`src/rtl/rv_mem_arbiter.sv`:
```
`default_nettype none
// ============================================================================
// Module   : rv_mem_arbiter
// Purpose  : Shares one synchronous-read memory between instruction fetch and
//            load/store; data has priority, fetch is protected from starvation.
// Revision : 1.0 - initial release
// ============================================================================
module rv_mem_arbiter #(
    parameter int MEM_SIZE_WORDS = 256,
    parameter int MAX_DATA_BURST = 4,
    parameter int ADDR_W         = $clog2(MEM_SIZE_WORDS)
) (
    input  logic              clk,
    input  logic              rst,
    input  logic              if_req,
    input  logic [31:0]       if_addr,
    output logic              if_gnt,
    output logic              if_rsp_valid,
    output logic [31:0]       if_rsp_data,
    input  logic              dm_req,
    input  logic [31:0]       dm_addr,
    input  logic              dm_wr_en,
    input  logic [31:0]       dm_wr_data,
    input  logic [3:0]        dm_byte_en,
    output logic              dm_gnt,
    output logic              dm_rsp_valid,
    output logic [31:0]       dm_rsp_data,
    output logic [ADDR_W-1:0] mem_addr,
    output logic              mem_wr_en,
    output logic [31:0]       mem_wr_data,
    output logic [3:0]        mem_byte_en,
    input  logic [31:0]       mem_rd_data
);

    localparam int               c_cnt_w     = $clog2(MAX_DATA_BURST + 1);
    localparam logic [c_cnt_w-1:0] c_burst_max = c_cnt_w'(MAX_DATA_BURST);

    typedef enum logic [1:0] {
        RSP_NONE = 2'd0,
        RSP_IF   = 2'd1,
        RSP_DM   = 2'd2
    } rsp_own_t;

    rsp_own_t            r_rsp_own;
    rsp_own_t            w_rsp_own_nxt;
    logic [c_cnt_w-1:0]  r_starve_cnt;
    logic [c_cnt_w-1:0]  w_starve_nxt;
    logic                w_starved;
    logic                w_if_gnt;
    logic                w_dm_gnt;
    logic [ADDR_W-1:0]   w_mem_addr;
    logic [31:0]         w_mem_wr_data;
    logic [3:0]          w_mem_byte_en;
    logic                w_unused_addr;

    // Fetch overrides data only once the burst limit has been reached.
    assign w_starved = (r_starve_cnt == c_burst_max);
    assign w_if_gnt  = if_req & (~dm_req | w_starved);
    assign w_dm_gnt  = dm_req & ~(if_req & w_starved);

    always_ff @(posedge clk) begin
        if (rst) begin
            r_rsp_own    <= RSP_NONE;
            r_starve_cnt <= '0;
        end else begin
            r_rsp_own    <= w_rsp_own_nxt;
            r_starve_cnt <= w_starve_nxt;
        end
    end

    always_comb begin
        w_rsp_own_nxt = RSP_NONE;
        w_starve_nxt  = r_starve_cnt;
        if (w_if_gnt) begin
            w_rsp_own_nxt = RSP_IF;
        end else if (w_dm_gnt && !dm_wr_en) begin
            w_rsp_own_nxt = RSP_DM;
        end
        if (!if_req || w_if_gnt) begin
            w_starve_nxt = '0;
        end else if (w_dm_gnt && !w_starved) begin
            w_starve_nxt = r_starve_cnt + 1'b1;
        end
    end

    // Byte offset and bits above the memory depth are dropped, so addresses wrap.
    always_comb begin
        w_mem_addr    = '0;
        w_mem_wr_data = '0;
        w_mem_byte_en = '0;
        if (w_dm_gnt) begin
            w_mem_addr    = dm_addr[ADDR_W+1:2];
            w_mem_wr_data = dm_wr_data;
            w_mem_byte_en = dm_byte_en;
        end else if (w_if_gnt) begin
            w_mem_addr    = if_addr[ADDR_W+1:2];
        end
    end

    assign w_unused_addr = ^{if_addr[31:ADDR_W+2], if_addr[1:0],
                             dm_addr[31:ADDR_W+2], dm_addr[1:0]};

    assign if_gnt       = w_if_gnt;
    assign dm_gnt       = w_dm_gnt;
    assign mem_addr     = w_mem_addr;
    assign mem_wr_en    = w_dm_gnt & dm_wr_en & ~rst;
    assign mem_wr_data  = w_mem_wr_data;
    assign mem_byte_en  = w_mem_byte_en;

    assign if_rsp_valid = (r_rsp_own == RSP_IF);
    assign dm_rsp_valid = (r_rsp_own == RSP_DM);
    assign if_rsp_data  = (r_rsp_own == RSP_IF) ? mem_rd_data : 32'h0;
    assign dm_rsp_data  = (r_rsp_own == RSP_DM) ? mem_rd_data : 32'h0;

endmodule
`default_nettype wire

```
`config.mk`:
```
export PLATFORM = sky130hd
export DESIGN_NAME = rv_mem_arbiter
export DESIGN_NICKNAME = d
export VERILOG_FILES = /design/src/rtl/rv_mem_arbiter.sv
export SDC_FILE = /design/constraint.sdc
export NUM_CORES = 1
export LEC_CHECK = 0
export ABC_CLOCK_PERIOD_IN_PS = 1360
export CAP_MARGIN = 20
export CORE_AREA = 3 3 95 97
export DETAILED_ROUTE_END_ITERATION = 10
export DIE_AREA = 0 0 98 100
export PLACE_DENSITY_LB_ADDON = 0.05
export SYNTH_ARGS = -nofsm -noshare
export SYNTH_HDL_FRONTEND = slang
export SYNTH_SLANG_ARGS = --single-unit
```
`constraint.sdc`:
```
create_clock -name clk -period 1.36 [get_ports clk]
set_input_delay 0.204 -clock clk [delete_from_list [all_inputs] [get_ports clk]]
set_output_delay 0.204 -clock clk [all_outputs]
set_load 0.05 [all_outputs]
```
Figure 1. Placement by cell class (run 1).
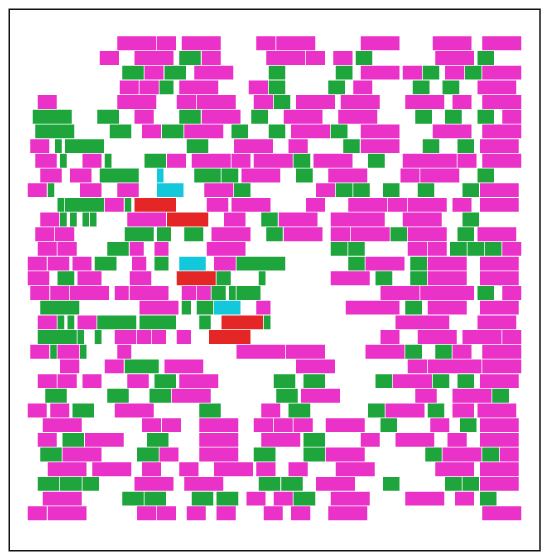
- remaining buffers and delay cells: magenta (cells 234; share of their area 70%)
- combinational and other logic: green (cells 145; share of their area 27%)
- sequential cells: red (cells 5; share of their area 2.1%)
- clock drivers and dummy loads: cyan (cells 4; share of their area 0.88%)
std cell rows: 33
Design Area, Final: 0.00525 sq mm

Figure 2. Routed metal, one colour a layer (run 1).
Bar = 20 microns.
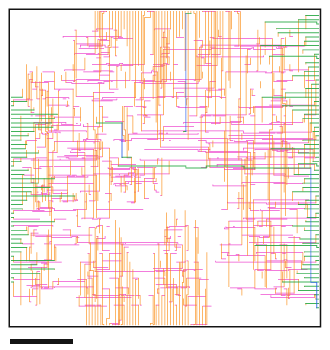
- metal 2: orange (wire length 4220 microns)
- metal 4: blue (wire length 94.3 microns)
- metal 3: green (wire length 749 microns)
- metal 1: magenta (wire length 2840 microns)
Tot GR Track Use: 0.155
Post-Route WL: 7.90 mm
wire length per cell: 16.0 microns

Figure 3. Sequential cells coloured by netlist name (run 1).
Bar = 20 microns.
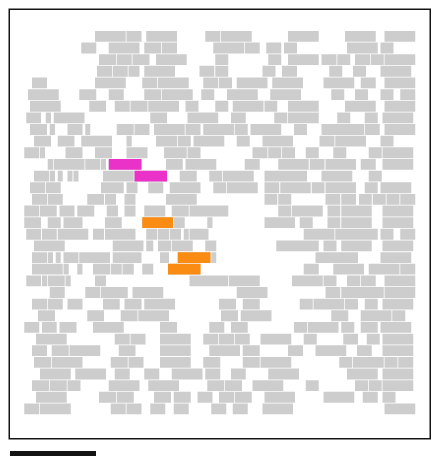
- r_rsp_own: magenta (sequential cells 2)
- r_starve_cnt: orange (sequential cells 3)
fin util: 0.639
seq pwr: 155 uW
Seq/total area: 0.0200
register area: 105 sq um

==> impl_metrics.yaml, run 1 <==
# generated from flow reports
logic_synthesis:
  top_area_cell: "and2_1"
  ys_seq_frac: 0.0916
  yosys_cells: 167
  ys_sh_adder: 0.0229
  most_common_cell: "and2_1"
  compound_area_frac: 0.0745
  numSynthFlops: 5
  topCellsByArea: "and2_1 (37%), and3_1 (21%), dfxtp_1 (9.2%)"
  synth-edff-count: 0
  ys_types: 22
  simple_gate_area_frac: 0.717
  yosysChipArea_sq_mm: 0.00109
  top_cells_by_count: "and2_1 (65), and3_1 (37), nand2_1 (16), clkbuf_1 (10), o22ai_1 (8)"
  synth.area.mux_share: 0
  syn_area_sq_mm: 0.00109
  synth_top_area_share: 0.372
power_and_ir_drop:
  clkPwrFrac: 0.127
  power_frac_comb: 0.801
  ir_worst_vdd_mv: 0.309
  netSwitchingFraction: 0.398
  leakage_nw: 2.18
  pwr-share-seq: 0.072
  clk-power_uw: 275
  p_per_area_mw_per_mm2: 411
  netSwitchingPower_uw: 859
  p_int_mw: 1.30
  power.group.top: "combinational logic"
  finalPower_mw: 2.16
timing:
  tightest_slew_ns: 0.233
  final.period_utilization: 1.22
  setup_viol: 113
  hold_ws_ns: 0.495
  fin_ws_ns: -0.302
  rsz0062_at_grt: "yes"
  slew_violations: 0
  min_period_ns: 1.66
finish:
  top_regs: "r_starve_cnt x3, r_rsp_own x2"
  nNetsFinal: 528
  n_fill_cell: 647
  largest_register: "r_starve_cnt"
  nClkBuffers: 4
  final_common_cell: "buf_12"
  buffer_area_frac: 0.680
  clock_cell_area_share: 0.00858
  n_all_inverters: 3
routing:
  wl_met1_mm: 2.84
  drt_first_pass_iters: 4
  ant_nets: 0
  maxUsedRoutingLayer: "met4"
  dr_wl_met3_microns: 749
  vias: 2057
  wl_met2_mm: 4.22
  viasPerCell: 4.17
critical_path:
  path_delay_family: "buffers and inverters"
  slowest_delay_ns: 0.33
  crit_path_max_fanout: 10
  start_kind: "register"
  cp.required_ns: 1.16
  crit_chain: "inv_2, ha_4, buf_4, a21boi_4, buf_12, o22ai_4, buf_6"
  r2r_start: "r_starve_cnt[1]"
  crit_slowest_cell: "dfxtp_2"
  crit_start: "r_starve_cnt[1]"
  r2r_cells: 5
  crit_type: "reg2out"
  crit_arrival_ns: 1.46
  cp-end-kind: "output port"
cts:
  cts.path.max_buffers: 2
  cts_htree_levels: 1
  postCtsSetupRepairBufs: 7
  path_clk_slew_ns: 0.04
  holdBufCountCts: 0
  cts-root-buf: "clkbuf_8"
  clock_latency_ns: 0.22
  post_cts_resized: 79
floorplan:
  die_area_sq_mm: 0.00980
  core_area_sq_mm: 0.00822
  fp.dieH_microns: 100
  die-width_microns: 98
run_status:
  status: "finished with violations"
  failed_checks: "setup timing"
min_path:
  holdCritStartpoint: "if_req"
  hold_depth: 3
  hold-path-endpoint: "r_rsp_own[0]"
global_route:
  grt-ovfl-total: 0
  grt_antenna_before_repair: 0
  grt_first_pass_wirelength_mm: 11.9
  use_met2: 0.292
  grtUsageMet1: 0.165
  grt_most_used_layer: "met2"
  grt_max_degree: 28
placement:
  dp_worst_setup_slack_ns: -0.289
  gp_congestion: 0.741
  hpwl_mm: 6.16
  placed_area_sq_mm: 0.00470
Figure 4. Routing congestion map (run 1).
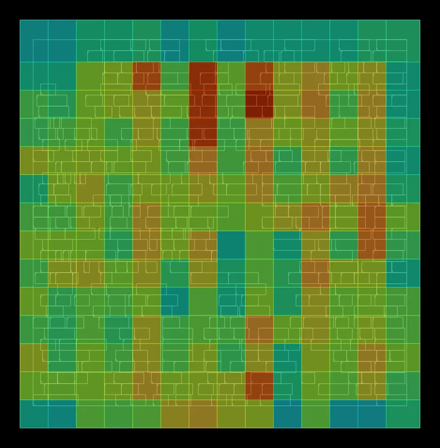

==> run 1 -> run 2 <==
--- a/config.mk
+++ b/config.mk
@@ -6,7 +6,6 @@
 export NUM_CORES = 1
 export LEC_CHECK = 0
 export ABC_CLOCK_PERIOD_IN_PS = 1360
-export CAP_MARGIN = 20
 export CORE_AREA = 3 3 95 97
 export DETAILED_ROUTE_END_ITERATION = 10
 export DIE_AREA = 0 0 98 100
@@ -14,3 +13,4 @@
 export SYNTH_ARGS = -nofsm -noshare
 export SYNTH_HDL_FRONTEND = slang
 export SYNTH_SLANG_ARGS = --single-unit
+export TNS_END_PERCENT = 50
Figure 5. Routing congestion map (run 2).
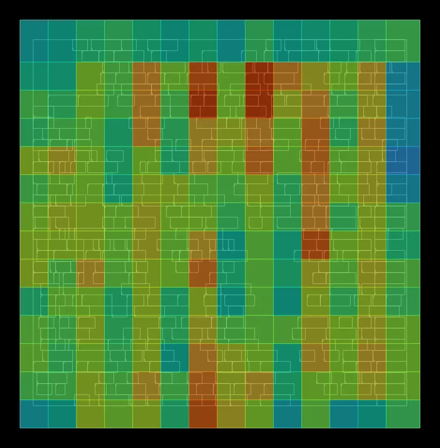
M1 GR Usage: 0.147
wire length per cell: 15.1 microns
layer with the highest usage: met2

Figure 6. Signal metal coverage by tile (run 2).
Bar = 20 microns. The die is cut into 20 by 20 equal tiles; dark blue is low, red is high, scaled to the fullest tile. Values are wire area over tile area, all layers added.
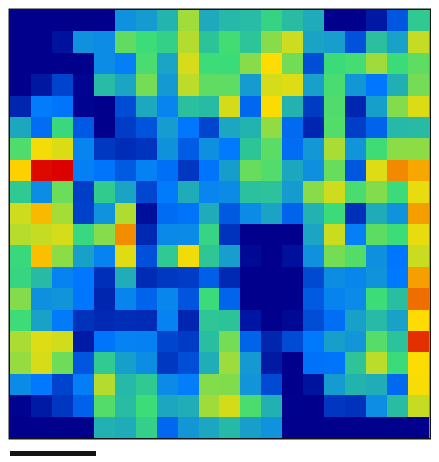
- nearly empty tiles: 12%
- emptiest ninth of the die: upper left
- tiles over half the peak: 25%
routed via count: 1971
Post-Route WL: 7.34 mm
Tot GR Track Use: 0.139

==> run 2 against run 1 <==
  * Largest power group unchanged
  * Area after synthesis stayed put
  * The flow still finishes with violations (setup timing)
  * Setup slack better by 0.019 ns
  * Synthesized cell count stayed put
  * Combinational power is 3% lower
  * Clock skew hardly changed
  * Flip-flop count stayed put
==> impl_metrics.yaml, run 2 <==
# generated from flow reports
run_status:
  failed_checks: "setup timing"
  status: "finished with violations"
finish:
  n_fill_cell: 656
  final_util: 0.614
  top_regs: "r_starve_cnt x3, r_rsp_own x2"
  largest_register: "r_starve_cnt"
  comb_share: 0.266
  register_area_sq_um: 105
  final_common_cell: "buf_12"
  clock_cell_area_share: 0.00893
  design_area_sq_mm: 0.00504
  antenna_cells: 0
  nClkBuffers: 4
  syn_to_final_growth_pct: 362
  n_all_inverters: 3
  nNetsFinal: 520
  multi_input_comb_cells: 142
  seq-cell-share: 0.0208
  buffer_area_frac: 0.676
  lay_top_cells: "buf_12 (110), clkdlybuf4s50_1 (86), and2_4 (64)"
routing:
  ant_nets: 0
  wl_met1_mm: 2.60
  maxUsedRoutingLayer: "met4"
  dr_wl_met3_microns: 703
  drc: 0
  wl_met2_mm: 3.95
  drt_first_pass_iters: 3
  viasPerCell: 4.06
cts:
  cts_buffers: 3
  postCtsSetupRepairBufs: 0
  holdBufCountCts: 0
  clock_latency_ns: 0.22
  post_cts_resized: 76
  path_clk_slew_ns: 0.04
  cts-root-buf: "clkbuf_8"
  cts_htree_levels: 1
  cts.path.max_buffers: 2
placement:
  hpwl_mm: 5.92
  gp_congestion: 0.732
  placed_area_sq_mm: 0.00467
  dp_worst_setup_slack_ns: -0.360
logic_synthesis:
  simple_gate_area_frac: 0.717
  synth.area.mux_share: 0
  top_cells_by_count: "and2_1 (65), and3_1 (37), nand2_1 (16), clkbuf_1 (10), o22ai_1 (8)"
  yosysChipArea_sq_mm: 0.00109
  ys_sh_xor: 0
  topCombFamilyByArea: "simple AND/OR/NAND/NOR gates"
  top_area_cell: "and2_1"
  topCellsByArea: "and2_1 (37%), and3_1 (21%), dfxtp_1 (9.2%)"
  numSynthFlops: 5
  compound_area_frac: 0.0745
  syn_area_sq_mm: 0.00109
  most_common_cell: "and2_1"
  synth_top_area_share: 0.372
  yosys_cells: 167
  ys_seq_frac: 0.0916
  synth-edff-count: 0
  ys_async_sr_fraction: 0
  ys_types: 22
  ys_sh_adder: 0.0229
power_and_ir_drop:
  p_per_area_mw_per_mm2: 415
  netSwitchingFraction: 0.399
  leakage_nw: 2.11
  clkPwrFrac: 0.127
  pg_seq_uw: 155
  clk-power_uw: 267
  power.group.top: "combinational logic"
  p_int_mw: 1.26
  pwr-share-seq: 0.074
  netSwitchingPower_uw: 834
  ir_worst_vdd_mv: 0.284
  finalPower_mw: 2.09
  power_frac_comb: 0.798
critical_path:
  crit_path_max_fanout: 10
  slowest_delay_ns: 0.32
  cp.required_ns: 1.16
  crit_type: "reg2out"
  r2r_start: "r_starve_cnt[1]"
  worstSetupPathDepth: 7
  crit_slowest_cell: "dfxtp_2"
  start_kind: "register"
  cp-end-kind: "output port"
  r2r_cells: 5
  critical_path.most_common_cell: "buf_6"
  path_delay_family: "buffers and inverters"
  crit_start: "r_starve_cnt[1]"
  crit_chain: "inv_2, ha_4, buf_6, a21boi_4, buf_12, o22ai_4, buf_6"
  crit_arrival_ns: 1.44
  critPathBufInv: 4
min_path:
  hold_depth: 2
  holdCritStartpoint: "r_starve_cnt[0]"
  hold-path-endpoint: "r_starve_cnt[0]"
floorplan:
  die-width_microns: 98
  core_area_sq_mm: 0.00822
  fp_util: 0.133
  n_tap_cell: 105
  fp.dieH_microns: 100
  die_area_sq_mm: 0.00980
  row_count: 33
timing:
  fin_ws_ns: -0.283
  tightest_slew_ns: 0.255
  min_period_ns: 1.64
  finalSetupTns_ns: -19.29
  hold_ws_ns: 0.512
  slew_violations: 0
  rsz0062_at_grt: "yes"
  final.period_utilization: 1.21
  setup_viol: 112
global_route:
  grt-ovfl-total: 0
  grt_first_pass_wirelength_mm: 10.9
  grt_antenna_before_repair: 0
  use_met2: 0.260
  grt_max_degree: 38
  grt_pass1_vias: 1995
Figure 7. Routed metal, one colour a layer (run 2).
Bar = 20 microns.
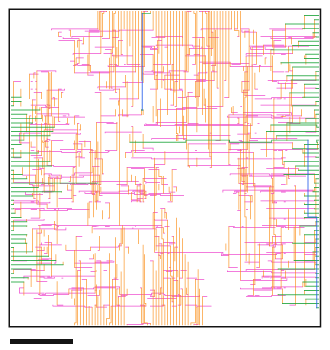
- metal 2: orange (wire length 3950 microns)
- metal 1: magenta (wire length 2600 microns)
- metal 4: blue (wire length 86.4 microns)
- metal 3: green (wire length 703 microns)

Power and IR drop assume default switching activity.
